## src/rtl/instr_decoder_pipe.sv

```systemverilog
// ---------------------------------------------------------------------------
// instr_decoder_pipe
//   Instruction buffer (small FIFO) feeding a decode register, with the
//   control decodes for load / mov / ALU / jump / NOP instructions
//   registered alongside the decode register.
//
//   Instruction classes (ir):
//     load : ir[7]   == 0    destination code ir[6:4]
//     mov  : ir[7:6] == 10   destination ir[5:3], source ir[2:0]
//     alu  : ir[7:5] == 110  x_sel = ir[4], y_sel = ir[3]
//     jmp  : ir[7:4] == 1110, jmp_nz : ir[7:4] == 1111
//
// Ports
//   clk, sync_reset      clock, asynchronous active-high reset
//   instr_in/_valid      push side; instr_ready = buffer not full
//   stall                hold the decode register (pushes continue)
//   flush                empty buffer, clear dec_valid, drop coincident push
//   x0, y0               jump-address operands
//   dec_valid, ir        decode register and its live flag
//   ir_nibble            ir[3:0] zero-extended to DW
//   jmp_addr_big         {ir[1:0], y0, x0}
//   jmp, jmp_nz, i_sel, x_sel, y_sel, source_sel, reg_en, nop_flags
//                        decoded controls (idle values when dec_valid = 0)
//   fifo_count           buffer occupancy
//   dbg_reg_en           reg_en[7:0] mirror when ID_DEBUG_EN is defined,
//                        otherwise tied to zero
//
// Build option: define ID_DEBUG_EN to enable the dbg_reg_en mirror.
// ---------------------------------------------------------------------------
module instr_decoder_pipe #(
    parameter int DW         = 4,
    parameter int IBUF_DEPTH = 4
) (
    input  logic                          clk,
    input  logic                          sync_reset,
    input  logic [7:0]                    instr_in,
    input  logic                          instr_valid,
    output logic                          instr_ready,
    input  logic                          stall,
    input  logic                          flush,
    input  logic [DW-1:0]                 x0,
    input  logic [DW-1:0]                 y0,
    output logic                          dec_valid,
    output logic [7:0]                    ir,
    output logic [DW-1:0]                 ir_nibble,
    output logic [2*DW+1:0]               jmp_addr_big,
    output logic                          jmp,
    output logic                          jmp_nz,
    output logic                          i_sel,
    output logic                          x_sel,
    output logic                          y_sel,
    output logic [3:0]                    source_sel,
    output logic [8:0]                    reg_en,
    output logic [3:0]                    nop_flags,
    output logic [$clog2(IBUF_DEPTH):0]   fifo_count,
    output logic [7:0]                    dbg_reg_en
);

    localparam int PW = $clog2(IBUF_DEPTH);
    localparam int CW = PW + 1;

    // ---------------- instruction buffer ----------------
    logic [7:0]    mem [IBUF_DEPTH];
    logic [PW-1:0] wr_ptr_reg, rd_ptr_reg;
    logic [CW-1:0] count_reg;
    logic          push, pop;

    // Ready comes from the registered count only, so a full buffer refuses
    // a push even in a cycle where it also pops.
    assign instr_ready = (count_reg < CW'(IBUF_DEPTH));
    assign push        = instr_valid && instr_ready && !flush;
    assign pop         = !stall && !flush && (count_reg != '0);
    assign fifo_count  = count_reg;

    always_ff @(posedge clk) begin
        if (push) begin
            mem[wr_ptr_reg] <= instr_in;
        end
    end

    // Pointers are power-of-two sized, so plain increment wraps modulo depth.
    always_ff @(posedge clk or posedge sync_reset) begin
        if (sync_reset) begin
            wr_ptr_reg <= '0;
            rd_ptr_reg <= '0;
            count_reg  <= '0;
        end else if (flush) begin
            wr_ptr_reg <= '0;
            rd_ptr_reg <= '0;
            count_reg  <= '0;
        end else begin
            if (push) wr_ptr_reg <= wr_ptr_reg + PW'(1);
            if (pop)  rd_ptr_reg <= rd_ptr_reg + PW'(1);
            case ({push, pop})
                2'b10:   count_reg <= count_reg + CW'(1);
                2'b01:   count_reg <= count_reg - CW'(1);
                default: count_reg <= count_reg;
            endcase
        end
    end

    // ---------------- decode register ----------------
    logic [7:0] ir_reg, ir_next;
    logic       dec_valid_reg, dec_valid_next;

    always_comb begin
        ir_next        = ir_reg;
        dec_valid_next = dec_valid_reg;
        if (flush) begin
            dec_valid_next = 1'b0;
        end else if (!stall) begin
            if (count_reg != '0) begin
                ir_next        = mem[rd_ptr_reg];
                dec_valid_next = 1'b1;
            end else begin
                dec_valid_next = 1'b0;
            end
        end
    end

    // ---------------- decodes of the next decode-register value ----------------
    logic       is_load, is_mov, is_alu, wr_op;
    logic [2:0] dst, src;
    logic [7:0] dst_hit;

    always_comb begin
        is_load = dec_valid_next && !ir_next[7];
        is_mov  = dec_valid_next && (ir_next[7:6] == 2'b10);
        is_alu  = dec_valid_next && (ir_next[7:5] == 3'b110);
        wr_op   = is_load || is_mov;
        dst     = is_load ? ir_next[6:4] : ir_next[5:3];
        src     = ir_next[2:0];
    end

    genvar gi;
    generate
        for (gi = 0; gi < 8; gi++) begin : g_dst_hit
            assign dst_hit[gi] = wr_op && (dst == 3'(gi));
        end
    endgenerate

    logic [8:0] reg_en_next;
    logic [3:0] source_sel_next, nop_next;
    logic       jmp_next, jmp_nz_next, i_sel_next, x_sel_next, y_sel_next;

    always_comb begin
        // Bit 8 is o_reg (destination code 4); bit 6 also fires when a mov
        // reads source 7.
        reg_en_next = {dst_hit[4], dst_hit[7],
                       dst_hit[6] | dst_hit[7] | (is_mov && (src == 3'd7)),
                       dst_hit[5], is_alu, dst_hit[3:0]};

        if (!dec_valid_next)                          source_sel_next = 4'd10;
        else if (is_load)                             source_sel_next = 4'd8;
        else if (is_mov && src == dst && dst == 3'd4) source_sel_next = 4'd4;
        else if (is_mov && src == dst)                source_sel_next = 4'd9;
        else                                          source_sel_next = {1'b0, src};

        i_sel_next  = dec_valid_next && !(wr_op && dst == 3'd6);
        jmp_next    = dec_valid_next && (ir_next[7:4] == 4'hE);
        jmp_nz_next = dec_valid_next && (ir_next[7:4] == 4'hF);
        x_sel_next  = is_alu && ir_next[4];
        y_sel_next  = is_alu && ir_next[3];
        nop_next    = {dec_valid_next && ir_next == 8'hDF,
                       dec_valid_next && ir_next == 8'hD8,
                       dec_valid_next && ir_next == 8'hCF,
                       dec_valid_next && ir_next == 8'hC8};
    end

    logic [8:0] reg_en_reg;
    logic [3:0] source_sel_reg, nop_reg;
    logic       jmp_reg, jmp_nz_reg, i_sel_reg, x_sel_reg, y_sel_reg;

    // Reset forces every register enable on (reg_en = 1FF) until release.
    always_ff @(posedge clk or posedge sync_reset) begin
        if (sync_reset) begin
            ir_reg         <= 8'h00;
            dec_valid_reg  <= 1'b0;
            reg_en_reg     <= 9'h1FF;
            source_sel_reg <= 4'd10;
            nop_reg        <= 4'h0;
            jmp_reg        <= 1'b0;
            jmp_nz_reg     <= 1'b0;
            i_sel_reg      <= 1'b0;
            x_sel_reg      <= 1'b0;
            y_sel_reg      <= 1'b0;
        end else begin
            ir_reg         <= ir_next;
            dec_valid_reg  <= dec_valid_next;
            reg_en_reg     <= reg_en_next;
            source_sel_reg <= source_sel_next;
            nop_reg        <= nop_next;
            jmp_reg        <= jmp_next;
            jmp_nz_reg     <= jmp_nz_next;
            i_sel_reg      <= i_sel_next;
            x_sel_reg      <= x_sel_next;
            y_sel_reg      <= y_sel_next;
        end
    end

    assign ir           = ir_reg;
    assign dec_valid    = dec_valid_reg;
    assign reg_en       = reg_en_reg;
    assign source_sel   = source_sel_reg;
    assign nop_flags    = nop_reg;
    assign jmp          = jmp_reg;
    assign jmp_nz       = jmp_nz_reg;
    assign i_sel        = i_sel_reg;
    assign x_sel        = x_sel_reg;
    assign y_sel        = y_sel_reg;
    assign ir_nibble    = DW'(ir_reg[3:0]);
    assign jmp_addr_big = {ir_reg[1:0], y0, x0};

`ifdef ID_DEBUG_EN
    assign dbg_reg_en = reg_en_reg[7:0];
`else
    assign dbg_reg_en = 8'h00;
`endif

endmodule

```

## config.mk

```make
export PLATFORM = sky130hd
export DESIGN_NAME = instr_decoder_pipe
export DESIGN_NICKNAME = d
export VERILOG_FILES = /design/src/rtl/instr_decoder_pipe.sv
export SDC_FILE = /design/constraint.sdc
export NUM_CORES = 1
export LEC_CHECK = 0
export CAP_MARGIN = 20
export CORE_ASPECT_RATIO = 1.1
export CORE_MARGIN = 1.5
export CORE_UTILIZATION = 45
export CTS_CLUSTER_SIZE = 12
export DETAILED_ROUTE_END_ITERATION = 16
export GPL_TIMING_DRIVEN = 0
export HOLD_SLACK_MARGIN = 0.1
export PLACE_DENSITY_LB_ADDON = 0.15
export RECOVER_POWER = 100
export SLEW_MARGIN = 40
export SYNTH_ARGS = -nofsm -noshare
export SYNTH_HDL_FRONTEND = slang
export SYNTH_SLANG_ARGS = --single-unit
export TNS_END_PERCENT = 5
```

## constraint.sdc

```tcl
create_clock -name clk -period 2.6 [get_ports clk]
set_input_delay 0.39 -clock clk [delete_from_list [all_inputs] [get_ports clk]]
set_output_delay 0.39 -clock clk [all_outputs]
set_load 0.05 [all_outputs]
```

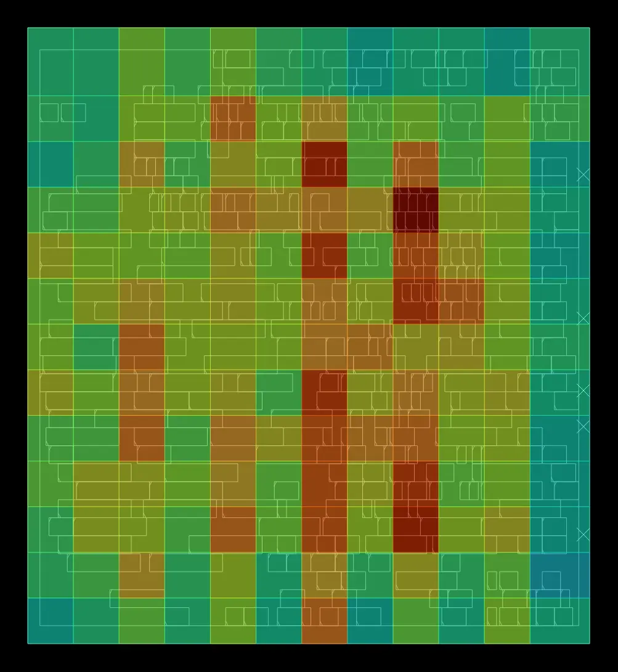
**Above:** routing congestion.
met1 usage: 20.1%
Wirelength per Cell: 14.5 um
grt peak-use layer: met2

==> results.sh <==
# physical design summary
export IMPL_status="finished with violations"
export IMPL_violations="design-rule violations, max-capacitance violations, max-slew violations"
export IMPL_vias=2097
export IMPL_common_cells="32 x edfxtp_1, 29 x nor2_1, 27 x dfrtp_1"
export IMPL_synth_warnings=0
export IMPL_setup_slack_ns=0.182
export IMPL_drt_iter0_markers=103
export IMPL_flops=70
export IMPL_topCellsByArea="edfxtp_1 29%, dfrtp_1 20%, dfstp_2 8.7%"
export IMPL_largest_reg_flops=32
export IMPL_drive_gt1_share_pct=23.7
export IMPL_r2r_setup_slack_ns=0.18
export IMPL_n_antenna_cell=0
export IMPL_lay_top_count="dlygate4sd3_1"
export IMPL_r2r_cells=8
export IMPL_dpl_worst_slack_ns=-0.0715
export IMPL_drc=5
export IMPL_grt_pass1_wl_mm=10.2
export IMPL_grt_ovfl_total=0
export IMPL_async_reset_ff_share_pct=54.3
export IMPL_cts_clk_slew_worst_paths_ns=0.07
export IMPL_n_all_inverters=13
export IMPL_pin_count=78
export IMPL_antenna_found_initial=0
export IMPL_ys_cells=255
export IMPL_register_area_sq_um=1930
export IMPL_worst_pin_slew_ns=1.60
export IMPL_drtPass1Iterations=12
export IMPL_met2_usage_pct=29.4
export IMPL_maxCapViolCount=1
export IMPL_met3_usage_pct=4.32
export IMPL_crit_arrival_ns=2.69
export IMPL_fin_crit_ns=2.42
export IMPL_antenna_left=0
export IMPL_cp_num_cells=8
export IMPL_ys_seq_elements=70
export IMPL_final_max_slew_viol_count=39
export IMPL_met3_length_um=232
export IMPL_finClkSkew_ns=0.00944
export IMPL_crit_path_end_kind="register"
export IMPL_synthesis_area_sq_um=3320
export IMPL_worstPathMaxFanout=10
export IMPL_drt_met1_wl_mm=2.56
export IMPL_core_sq_um=7090
export IMPL_leakage_nw=1.74
export IMPL_synth_top_flop_cell="edfxtp_1"
export IMPL_cts_tree="yes"
export IMPL_path_class="register to register"
export IMPL_portBuffers=61
export IMPL_nonClkBufAreaFrac_pct=20.0
export IMPL_path_cells="or3_4 > nand2_8 > buf_6 > mux2i_1 > inv_1 > xnor2_1 > nand3_2 > a31o_1"
export IMPL_logic_gate_count=149
export IMPL_rsz0062_at_grt="false"
export IMPL_area_growth_pct=26.3
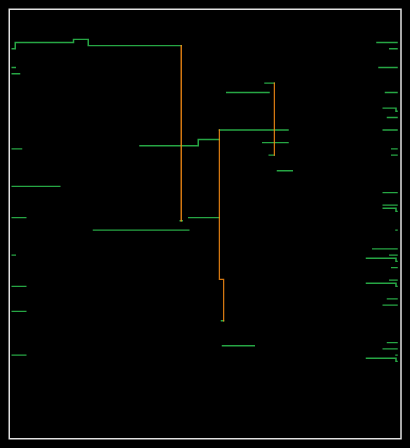
**Above:** signal wires by layer.
Two of the layers only.
- green: met3 (wire length 232 um)
- orange: met4 (wire length 96.1 um)

stage by stage:
stage / instance area [sq um] / setup TNS, ns / utilization, % / hold WS [ns]
6_report: 4190 / 0 / 59.2 / 0.624
5_1_grt: 4190 / 0 / 59.2 / 0.681
4_1_cts: 4230 / 0 / 59.7 / 0.533
3_5_place_dp: 4060 / -0.181 / 57.3 / 0.603
3_3_place_gp: 4060 / -0.222 / 57.3 / 0.600
2_1_floorplan: 3350 / 0 / - / 0.489
worst min path at each step:
stage | startpoint | to | slack, ns | depth (start not counted)
after global routing | wr_ptr_reg[0]$_DFFE_PP0P_ | wr_ptr_reg[0]$_DFFE_PP0P_ | 0.68 | 2
after detailed placement | wr_ptr_reg[0]$_DFFE_PP0P_ | wr_ptr_reg[0]$_DFFE_PP0P_ | 0.60 | 2
final | wr_ptr_reg[0]$_DFFE_PP0P_ | wr_ptr_reg[0]$_DFFE_PP0P_ | 0.62 | 2
after CTS | sync_reset | dec_valid$_DFF_PP0_ | 0.53 | 2
after global placement | wr_ptr_reg[0]$_DFFE_PP0P_ | wr_ptr_reg[0]$_DFFE_PP0P_ | 0.60 | 2
after floorplan | instr_in[0] | mem[0][0]$_DFFE_PP_ | 0.49 | 0
cells by family after synthesis:
| kind of cell | count (synthesis) | synth area share [%] |
|---|---|---|
| AND-OR/OR-AND | 24 | 4.97 |
| flip-flops | 70 | 58.0 |
| other | 1 | 0.113 |
| multiplexers | 17 | 9.38 |
| adder cells (fa/ha/maj) | 5 | 2.11 |
| XOR/XNOR | 12 | 3.17 |
| AND/OR/NAND/NOR | 83 | 13.7 |
| buffers and inverters | 43 | 8.59 |
report_power, final:
group	switching [mW]	total [mW]	leakage [nW]	internal, mW
logic	1.48	2.28	0.901	0.799
clock network	0.393	0.729	0.0747	0.336
registers	0.138	1.47	0.762	1.33
Power is estimated from default activity; no workload was simulated.
